`src/rtl/vc_frame_scheduler.sv`:
```
// vc_frame_scheduler: weighted round-robin frame grant for the shared CSI-2 TX link,
// with an inter-frame gap and a watchdog abort for frames that never finish.
module vc_frame_scheduler #(
  parameter int NUM_CAMERAS    = 4,
  parameter int TIMEOUT_CYCLES = 65535,
  parameter int GAP_CYCLES     = 8
) (
  input  logic                     clk,
  input  logic                     rst_n,
  input  logic                     sched_en,
  input  logic [NUM_CAMERAS-1:0]   cam_req,
  input  logic [NUM_CAMERAS*4-1:0] cam_weight,
  input  logic                     frame_done,
  output logic [NUM_CAMERAS-1:0]   grant,
  output logic [1:0]               grant_vc,
  output logic                     grant_valid,
  output logic                     abort,
  output logic [1:0]               abort_vc,
  output logic [15:0]              timeout_cnt,
  output logic                     busy
);
  typedef enum logic [1:0] {IDLE, SELECT, ACTIVE, GAP} state_t;
  state_t                 state_q;
  logic [1:0]             ptr_q, grant_vc_q, abort_vc_q;
  logic [3:0]             credit_q;
  logic [15:0]            timer_q, timeout_cnt_q;
  logic [7:0]             gap_q;
  logic [NUM_CAMERAS-1:0] grant_q;
  logic                   grant_valid_q, abort_q, busy_q;
  logic                   keep, found;
  logic [1:0]             win, sel;
  logic [3:0]             wsel;
  // Scan from ptr+NUM down to ptr+1 so the nearest requester after the pointer wins;
  // the pointer camera itself (offset NUM) is the last resort.
  always_comb begin
    found = 1'b0;
    win   = ptr_q;
    for (int k = NUM_CAMERAS; k >= 1; k--) begin
      if (cam_req[(int'(ptr_q) + k) % NUM_CAMERAS]) begin
        found = 1'b1;
        win   = 2'((int'(ptr_q) + k) % NUM_CAMERAS);
      end
    end
  end
  assign keep = cam_req[ptr_q] && credit_q != 4'd0;
  assign sel  = keep ? ptr_q : win;
  assign wsel = cam_weight[4*sel +: 4];
  always_ff @(posedge clk or negedge rst_n) begin
    if (!rst_n) begin
      state_q       <= IDLE;
      ptr_q         <= '0;
      credit_q      <= '0;
      timer_q       <= '0;
      gap_q         <= '0;
      grant_q       <= '0;
      grant_vc_q    <= '0;
      grant_valid_q <= 1'b0;
      abort_q       <= 1'b0;
      abort_vc_q    <= '0;
      timeout_cnt_q <= '0;
      busy_q        <= 1'b0;
    end else begin
      abort_q <= 1'b0;
      case (state_q)
        IDLE: if (sched_en && |cam_req) begin
          state_q <= SELECT;
          busy_q  <= 1'b1;
        end
        SELECT: if (keep || found) begin
          state_q       <= ACTIVE;
          ptr_q         <= sel;
          credit_q      <= keep ? credit_q - 4'd1 : (wsel == 4'd0 ? 4'd0 : wsel - 4'd1);
          grant_q       <= NUM_CAMERAS'(1) << sel;
          grant_vc_q    <= sel;
          grant_valid_q <= 1'b1;
          timer_q       <= '0;
        end else begin
          state_q <= IDLE;
          busy_q  <= 1'b0;
        end
        ACTIVE: if (frame_done || timer_q == 16'(TIMEOUT_CYCLES - 1)) begin
          grant_q       <= '0;
          grant_valid_q <= 1'b0;
          gap_q         <= '0;
          state_q       <= GAP_CYCLES == 0 ? IDLE : GAP;
          busy_q        <= GAP_CYCLES != 0;
          if (!frame_done) begin
            abort_q       <= 1'b1;
            abort_vc_q    <= grant_vc_q;
            timeout_cnt_q <= timeout_cnt_q + 16'(timeout_cnt_q != 16'hFFFF);
            credit_q      <= '0;
          end
        end else begin
          timer_q <= timer_q + 16'd1;
        end
        GAP: if (gap_q == 8'(GAP_CYCLES - 1)) begin
          state_q <= IDLE;
          busy_q  <= 1'b0;
        end else begin
          gap_q <= gap_q + 8'd1;
        end
      endcase
    end
  end
  assign grant       = grant_q;
  assign grant_vc    = grant_vc_q;
  assign grant_valid = grant_valid_q;
  assign abort       = abort_q;
  assign abort_vc    = abort_vc_q;
  assign timeout_cnt = timeout_cnt_q;
  assign busy        = busy_q;
endmodule
```
`config.mk`:
```
export PLATFORM = sky130hd
export DESIGN_NAME = vc_frame_scheduler
export DESIGN_NICKNAME = d
export VERILOG_FILES = /design/src/rtl/vc_frame_scheduler.sv
export SDC_FILE = /design/constraint.sdc
export NUM_CORES = 1
export LEC_CHECK = 0
export ABC_CLOCK_PERIOD_IN_PS = 8090
export CAP_MARGIN = 20
export CORE_MARGIN = 5
export CORE_UTILIZATION = 55
export DETAILED_ROUTE_END_ITERATION = 12
export PLACE_DENSITY = 0.81
export RECOVER_POWER = 50
export SYNTH_ARGS = -nofsm -noshare
export SYNTH_HDL_FRONTEND = slang
export SYNTH_SLANG_ARGS = --single-unit
```
`constraint.sdc`:
```
create_clock -name clk -period 8.09 [get_ports clk]
set_input_delay 1.2135 -clock clk [delete_from_list [all_inputs] [get_ports clk]]
set_output_delay 1.2135 -clock clk [all_outputs]
set_load 0.01 [all_outputs]
```
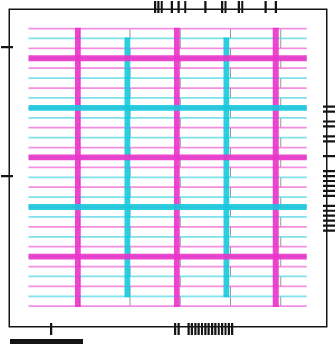
*PDN straps and rails, run 1*
The bar under the picture is 20 µm long. Pins as bars on the die edge. Tap cells in grey.
colour	net
cyan	VDD
magenta	VSS
rows	28
tap cells	75
met5 straps	5
Worst VDD drop: 0.1774 mV
core area: 5816 µm²

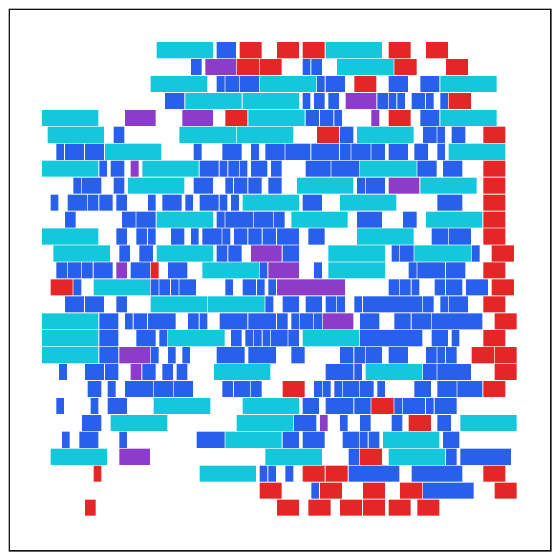
*Placement by cell class, run 1*
colour	class	cells	share of their area
red	other buffers and delay cells	52	13%
purple	clock drivers and dummy loads	16	4.9%
cyan	flip-flops	57	37%
blue	all other logic	255	45%
FP Rows: 28
final core occ: 68.22%
Final Instance Area: 3968 µm²
Seq/total area: 35.95%

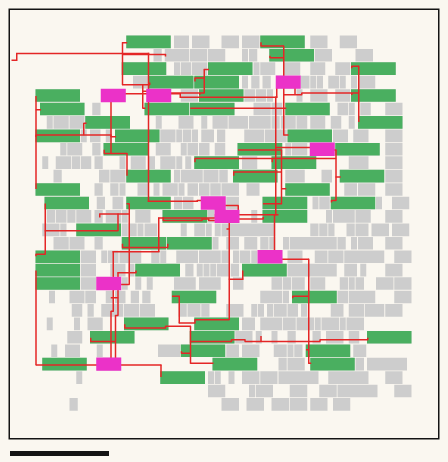
*Clock wires, drivers and flops, run 1*
The bar under the picture is 20 µm long.
[red] clock wires | length: 809 µm
[green] flip-flops | count: 57
[magenta] cells driving clock nets | count: 9
flops lie	widely spread
Clk Latency, worst-skew pair: 340 ps
clock power share: 21.9%
Clock group: 0.262 mW

==> impl_metrics.env, run 1 <==
# source this file to load flow results
export IMPL_die_w_um=86.69
export IMPL_timing_rr_start="credit_q[0]"
export IMPL_switchingPower_mw=0.4736
export IMPL_cp_required_ps=8350
export IMPL_die_y_um=86.69
export IMPL_crit_top_cell="mux4_2"
export IMPL_fin_crit_sh_pct=49.67
export IMPL_ys_cells=323
export IMPL_p_seq_share_pct=32.2
export IMPL_vias_per_cell=5.754
export IMPL_portBuffers=50
export IMPL_warnings=32
export IMPL_xor_share_pct=9.246
export IMPL_htreeDepth=3
export IMPL_hold_buffers=0
export IMPL_first_pass_iters=4
export IMPL_dp_hpwl_um=5195
export IMPL_antenna_cells=0
export IMPL_grt_total_usage_pct=21.10
export IMPL_power_density_nw_per_um2=300.6
export IMPL_cap_violations=1
export IMPL_cp_endpoint="credit_q[1]"
export IMPL_ys_seq_share_pct=44.10
export IMPL_ys_sh_simple_pct=20.93
export IMPL_top_logic_kind="simple AND/OR/NAND/NOR gates"
export IMPL_synthMuxAreaShare_pct=6.151
export IMPL_post_route_min_period_ps=4018
export IMPL_drc_errors=0
export IMPL_netlist_area_um2=3234
export IMPL_worst_r2r_path_depth=10
export IMPL_aoi_share_pct=12.26
export IMPL_r2r_end="credit_q[1]"
export IMPL_avgSynthCellArea_um2=10.01
export IMPL_clk_pin_slew_ps=70
export IMPL_critical_path_class="in -> reg"
export IMPL_cp_end_kind="flip-flop"
export IMPL_whs_endpoint="grant_valid"
export IMPL_clock_skew_ps=11.98
export IMPL_relSlewSlack_pct=-100.8
export IMPL_fp_nets=359
export IMPL_drive_gt1_share_pct=7.105
export IMPL_hold_worst_slack_ps=472.8
export IMPL_status="complete, but fails checks"
export IMPL_violations="capacitance limit, slew limit"
export IMPL_chipArea_um2=7514
export IMPL_cts_tree="yes"
export IMPL_report_final_slew_viol_count=58
-- run 1: metrics by stage --
stage	power, mW	worst slack (ps)	utilization, %	cells	instance area [µm²]
floorplan	0.7941	4380	-	323	3234
finish	1.193	4072	68.22	455	3968
global route	1.277	3691	68.22	455	3968
global placement	0.9146	3791	65.08	438	3785
CTS	1.201	4060	68.33	454	3974
detailed placement	0.9347	3706	65.08	438	3785
-- run 1: flip-flops by register name, summed over array words and instances (netlist names), named ones only --
| register | cells |
|---|---|
| timeout_cnt | 16 |
| timer_q | 16 |
| gap_q | 8 |
| credit_q | 4 |
| grant | 4 |
| abort_vc | 2 |
| grant_vc | 2 |
| abort | 1 |
| busy | 1 |
| grant_valid | 1 |
| state_q | 1 |
-- run 1: cells in the mapped netlist (all sizes together), types with 2 or more instances --
library cell  number  area (µm²)
nand2b             3       21.27
mux4               5       112.6
xnor2             15       150.2
nand2             37       138.9
or3                6       37.54
o211ai             4       30.03
o31ai              6       45.04
nor2              31       116.4
nand3             10       50.05
a21oi             11       55.05
o2111ai            2       35.04
mux2               5       56.30
nor2b              3       18.77
inv                9       33.78
xor2              17       148.9
ha                12       150.1
a32o               2       20.02
and2               2       12.51
o21ai             14       70.06
mux2i              3       30.03
and4               6       52.55
buf                5       30.02
dfrtp             57        1426
o21bai             2       15.01
nor3b              4       35.03
clkbuf             6       22.52
nor3               8       40.04
a22o               3       26.28
or4                3       22.52
a31oi              4       25.02
nand4             10       62.56
o221ai             2       23.77
and3               6       37.54
-- run 1: power by group through the flow --
stage	clock [mW]	sequential, mW	combinational, mW
global route	0.280	0.392	0.605
CTS	0.266	0.383	0.551
floorplan	0	0.374	0.420
finish	0.262	0.384	0.547
global placement	0	0.386	0.528
detailed placement	0	0.388	0.547
-- run 1: cell families (layout without fill, tap and decap cells) --
logic type | count (synthesis) | in the layout
AND-OR/OR-AND | 56 | 56
adder cells (fa/ha/maj) | 12 | 12
buffers and inverters | 20 | 77
XOR/XNOR | 32 | 32
AND/OR/NAND/NOR | 133 | 133
multiplexers | 13 | 13
flip-flops | 57 | 57
-- run 1: layout by cell type (no fill, tap or decap), types with 8 or more instances in the layout --
cell	instances
nand2_1	37
inv_1	8
xnor2_1	14
clkdlybuf4s50_1	44
o21ai_1	11
dfrtp_1	57
a21oi_1	11
clkbuf_8	10
nand4_1	10
nor3_1	8
nor2_1	31
ha_1	12
nand3_1	10
xor2_1	17
-- run 1: layout make-up --
class / count / area share (%)
Clock buffer: 13 / 3.753
Inverter: 9 / 0.8515
Multi-Input combinational cell: 246 / 43.39
Timing Repair Buffer: 52 / 12.68
Clock inverter: 3 / 1.009
Tap cell: 75 / 2.365
Sequential cell: 57 / 35.95
-- run 1: per-layer routing --
metal	vias to the layer above	global-route usage, %	wire length [µm]
li1	1267	-	-
met1	1285	28.27	3212
met2	59	34.08	3609
met3	7	5.038	330
met4	0	6.374	68
met5	-	0	0
-- run 1: worst register-to-register path, delay by kind of cell, from the launching register on --
kind            cells  cell delay, ps
compound gates      4             890
simple gates        2             740
mux                 1             570
flops               1             410
xor+xnor            1             340
fa+ha+maj           1             130
buf+inv             1              90
==> inputs of run 2 (changes only) <==
--- a/config.mk
+++ b/config.mk
@@ -5,12 +5,12 @@
 export SDC_FILE = /design/constraint.sdc
 export NUM_CORES = 1
 export LEC_CHECK = 0
-export ABC_CLOCK_PERIOD_IN_PS = 8090
+export ABC_CLOCK_PERIOD_IN_PS = 4019
 export CAP_MARGIN = 20
 export CORE_MARGIN = 5
-export CORE_UTILIZATION = 55
+export CORE_UTILIZATION = 54
 export DETAILED_ROUTE_END_ITERATION = 12
-export PLACE_DENSITY = 0.81
+export PLACE_DENSITY = 0.8
 export RECOVER_POWER = 50
 export SYNTH_ARGS = -nofsm -noshare
 export SYNTH_HDL_FRONTEND = slang
==> constraint.sdc (replaced) <==
create_clock -name clk -period 4.02 [get_ports clk]
set_input_delay 0.603 -clock clk [delete_from_list [all_inputs] [get_ports clk]]
set_output_delay 0.603 -clock clk [all_outputs]
set_load 0.01 [all_outputs]
==> impl_metrics.env, run 2 <==
# source this file to load flow results
export IMPL_clk_pin_slew_ps=70
export IMPL_warnings=32
export IMPL_hold_buffers=0
export IMPL_fin_crit_sh_pct=86.05
export IMPL_violations="capacitance limit, slew limit"
export IMPL_netlist_area_um2=3234
export IMPL_relSlewSlack_pct=-35.11
export IMPL_power_mw=2.553
export IMPL_htreeDepth=3
export IMPL_cap_violations=1
export IMPL_dp_hpwl_um=5235
export IMPL_die_w_um=87.39
export IMPL_first_pass_iters=4
export IMPL_top_layer="met4"
export IMPL_stdcell_count=456
export IMPL_top_cells_by_count="dfrtp_1, nand2_1, nor2_1"
export IMPL_placementRows=28
export IMPL_m1WireLength_um=3202
export IMPL_report_final_slew_viol_count=39
export IMPL_irDropWorstVdd_mv=0.4279
export IMPL_yosysTopAreaCell="dfrtp_1"
export IMPL_cp_required_ps=4230
export IMPL_clock_latency_ps=340
export IMPL_final_cell_mix="dfrtp_1, nand2_1, clkdlybuf4s50_1, nor2_1, xor2_1"
export IMPL_fp_coreArea_um2=5886
export IMPL_grt_pass1_wl_um=12110
export IMPL_placed_cells=440
export IMPL_vias_per_cell=5.800
export IMPL_layout_top_cell="dfrtp_1"
export IMPL_worst_r2r_path_depth=10
export IMPL_dr_wl_met2_um=3585
export IMPL_fp_nets=359
export IMPL_status="complete, but fails checks"
export IMPL_avgSynthCellArea_um2=10.01
export IMPL_top_cell="dfrtp_1"
export IMPL_critical_path_class="in -> reg"
export IMPL_chipArea_um2=7637
export IMPL_power_density_nw_per_um2=633.2
export IMPL_met3_wirelength_um=467
export IMPL_drive_gt1_share_pct=8.136
export IMPL_cp_end_kind="flip-flop"
export IMPL_ys_seq_share_pct=44.10
export IMPL_die_y_um=87.39
export IMPL_post_route_min_period_ps=3459
export IMPL_topCellsByArea="dfrtp_1, ha_1, xor2_1"
export IMPL_place_area_um2=3800
==> run 2: cell counts after synthesis <==
Identical to the previous run, type by type.
==> run 2: layout make-up <==
type                       instances  area (µm²)  share of cell area [%]
multi-input combinational        246        1722                   42.71
clock inverter                     6       105.1                   2.607
tap                               75       93.84                   2.328
inverter                           9       33.78                  0.8380
timing repair buffer              53       513.0                   12.73
clock buffer                      10       137.6                   3.414
sequential                        57        1426                   35.38
==> run 2: kinds of logic (layout without fill, tap and decap cells) <==
family | Yosys count | after routing | share of synthesized area, %
buf+inv | 20 | 78 | 2.669
compound gates | 56 | 56 | 12.26
mux | 13 | 13 | 6.151
flops | 57 | 57 | 44.10
simple gates | 133 | 133 | 20.93
xor+xnor | 32 | 32 | 9.246
fa+ha+maj | 12 | 12 | 4.642
==> run 2: power breakdown <==
part | internal [mW] | switching (mW)
Clock | 0.425 | 0.236
Sequential | 0.666 | 0.111
Combinational | 0.486 | 0.628
Total | 1.58 | 0.975
==> run 2: metrics by stage <==
step,setup WS (ps),hold WS (ps)
after floorplan,920.7,307.4
after global placement,339.1,461.6
after detailed placement,240.6,475.4
after CTS,580.3,215.1
after global routing,391.9,500.6
final,560.7,462.8
==> run 2: worst max-delay path, stage by stage <==
cell,delay [ps]
clkdlybuf4s50_1,560
mux4_2,520
nand2b_2,170
o2111ai_4,170
xnor2_4,350
mux4_2,570
a221o_1,390
o2111ai_1,220
o211ai_1,120
==> run 2: per-layer routing <==
layer	vias to the layer above	GRT usage, %
met5	-	0
met1	1295	27.42
li1	1275	-
met4	0	5.718
met3	5	6.339
met2	70	31.58
==> run 2: how the worst max path moves through the flow <==
stage	start	endpoint	slack [ps]
5_1_grt	credit_q[0]	credit_q[3]	390
3_3_place_gp	cam_req[1]	credit_q[3]	340
4_1_cts	cam_req[1]	credit_q[3]	580
6_report	cam_req[1]	credit_q[3]	560
3_5_place_dp	cam_req[1]	credit_q[3]	240
2_1_floorplan	cam_req[1]	credit_q[3]	920
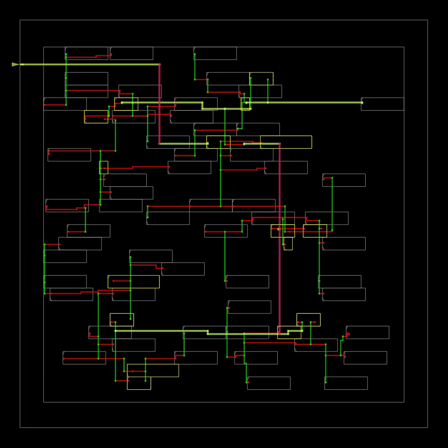
*The clock network, run 2*
Clock group: 0.661 mW
CTS Buf Count: 9
flop count: 57
clock sink count: 57
final clock skew: 8.516 ps

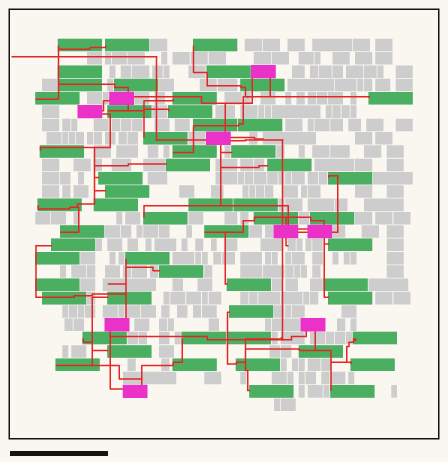
*Clock wires, drivers and flops, run 2*
The bar under the picture is 20 µm long.
[magenta] cells driving clock nets | count: 9
[red] clock wires | length: 814 µm
[green] flip-flops | count: 57
routed clock nets	10
flops lie	widely spread
clock power share: 25.9%

==> inputs of run 3 (changes only) <==
--- a/config.mk
+++ b/config.mk
@@ -10,7 +10,7 @@
 export CORE_MARGIN = 5
 export CORE_UTILIZATION = 54
 export DETAILED_ROUTE_END_ITERATION = 12
-export PLACE_DENSITY = 0.8
+export PLACE_DENSITY_LB_ADDON = 0.25
 export RECOVER_POWER = 50
 export SYNTH_ARGS = -nofsm -noshare
 export SYNTH_HDL_FRONTEND = slang
==> impl_metrics.env, run 3 <==
# source this file to load flow results
export IMPL_status="complete, but fails checks"
export IMPL_violations="capacitance limit, slew limit"
export IMPL_cap_violations=1
export IMPL_relSlewSlack_pct=-31.01
export IMPL_critical_path_class="in -> reg"
export IMPL_final_cell_mix="dfrtp_1, nand2_1, clkdlybuf4s50_1, nor2_1, xor2_1"
export IMPL_cts_sinks=57
export IMPL_clock_latency_ps=340
export IMPL_placed_cells=440
export IMPL_power_density_nw_per_um2=611.2
export IMPL_report_final_slew_viol_count=38
export IMPL_critPathTopFamily="multiplexers"
export IMPL_chipArea_um2=7637
export IMPL_htreeDepth=3
export IMPL_die_w_um=87.39
export IMPL_first_pass_iters=4
export IMPL_die_y_um=87.39
export IMPL_hold_buffers=0
export IMPL_max_stage_delay_ps=580
export IMPL_clk_pin_slew_ps=60
export IMPL_warnings=32
export IMPL_crit_top_cell="mux4_2"
export IMPL_top_cells_by_count="dfrtp_1, nand2_1, nor2_1"
export IMPL_avgSynthCellArea_um2=10.01
export IMPL_top_cell="dfrtp_1"
[run 3: tightest hold or removal path, delay by kind of cell (launching register included)]
kind,cells,cell delay (ps)
DFF,1,340
and+or+nand+nor,2,110
[run 3: kinds of logic (layout without fill, tap and decap cells)]
group,count (synthesis),after routing,share of synthesized area (%)
flip-flops,57,57,44.10
AND/OR/NAND/NOR,133,133,20.93
adder cells (fa/ha/maj),12,12,4.642
XOR/XNOR,32,32,9.246
buffers and inverters,20,78,2.669
AND-OR/OR-AND,56,56,12.26
multiplexers,13,13,6.151
[run 3: path summary, 6_finish.rpt]
kind / from / cells after the start / slack (ps) / end
hold / removal: grant_valid / 2 / 470 / grant_valid
hold reg to reg: grant_valid / 2 / 470 / grant_valid
setup / recovery: cam_req[3] / 9 / 580 / credit_q[3]
setup reg to reg: credit_q[0] / 10 / 720 / credit_q[3]
max in group asynchronous: rst_n / 2 / 1390 / timeout_cnt[6]
min in group asynchronous: rst_n / 1 / 810 / credit_q[0]
[run 3: metal layers]
metal,global-route usage (%),vias to the layer above,share of wire [%]
met5,0,-,0
met4,8.926,0,2.5
met3,5.203,19,4.6
met2,29.45,54,47
met1,24.86,1273,46
li1,-,1275,-
[run 3: through the flow]
step	hold slack [ps]	worst slack (ps)	power, mW
floorplan	307.4	920.7	1.598
global placement	465.9	342.1	1.860
detailed placement	471.1	259.5	1.886
CTS	377.1	609.7	2.476
global route	505.2	393.6	2.629
finish	474.8	582.3	2.455
[run 3: final cells by class]
class,count,area (µm²)
fillers,466,1869
multi-input cells,246,1728
flip-flops and latches,57,1426
repair buffers,53,509.2
clock buffers,13,178.9
well taps,75,93.84
clock inverters,3,46.29
inverters,9,33.78
[run 3: report_power, final]
group | leakage [nW] | switching [mW] | internal [mW]
combinational | 0.887 | 0.608 | 0.486
sequential | 0.770 | 0.105 | 0.666
clock | 0.112 | 0.235 | 0.355
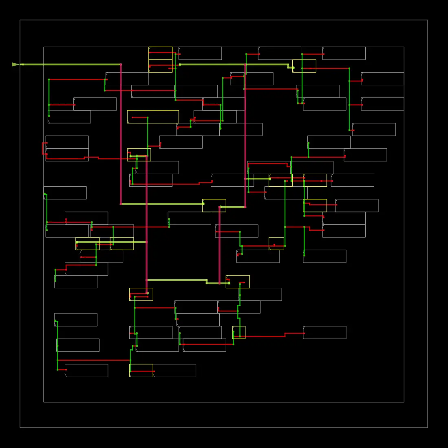
*The clock network, run 3*
final clock skew: 10.56 ps
Clock group: 0.590 mW

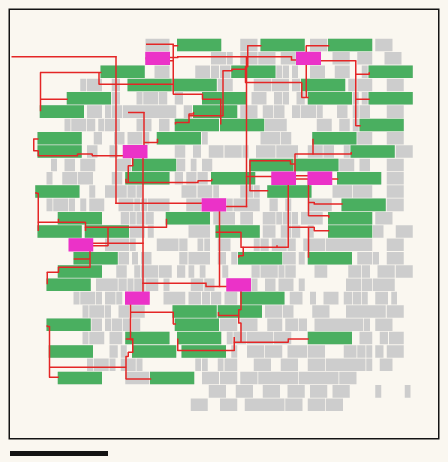
*Clock wires, drivers and flops, run 3*
The bar under the picture is 20 µm long.
[red] clock wires | length: 787 µm
[green] flip-flops | count: 57
[magenta] cells driving clock nets | count: 9
routed clock nets	10
flops lie	widely spread
clock power share: 24.0%

Power and IR drop assume default switching activity.
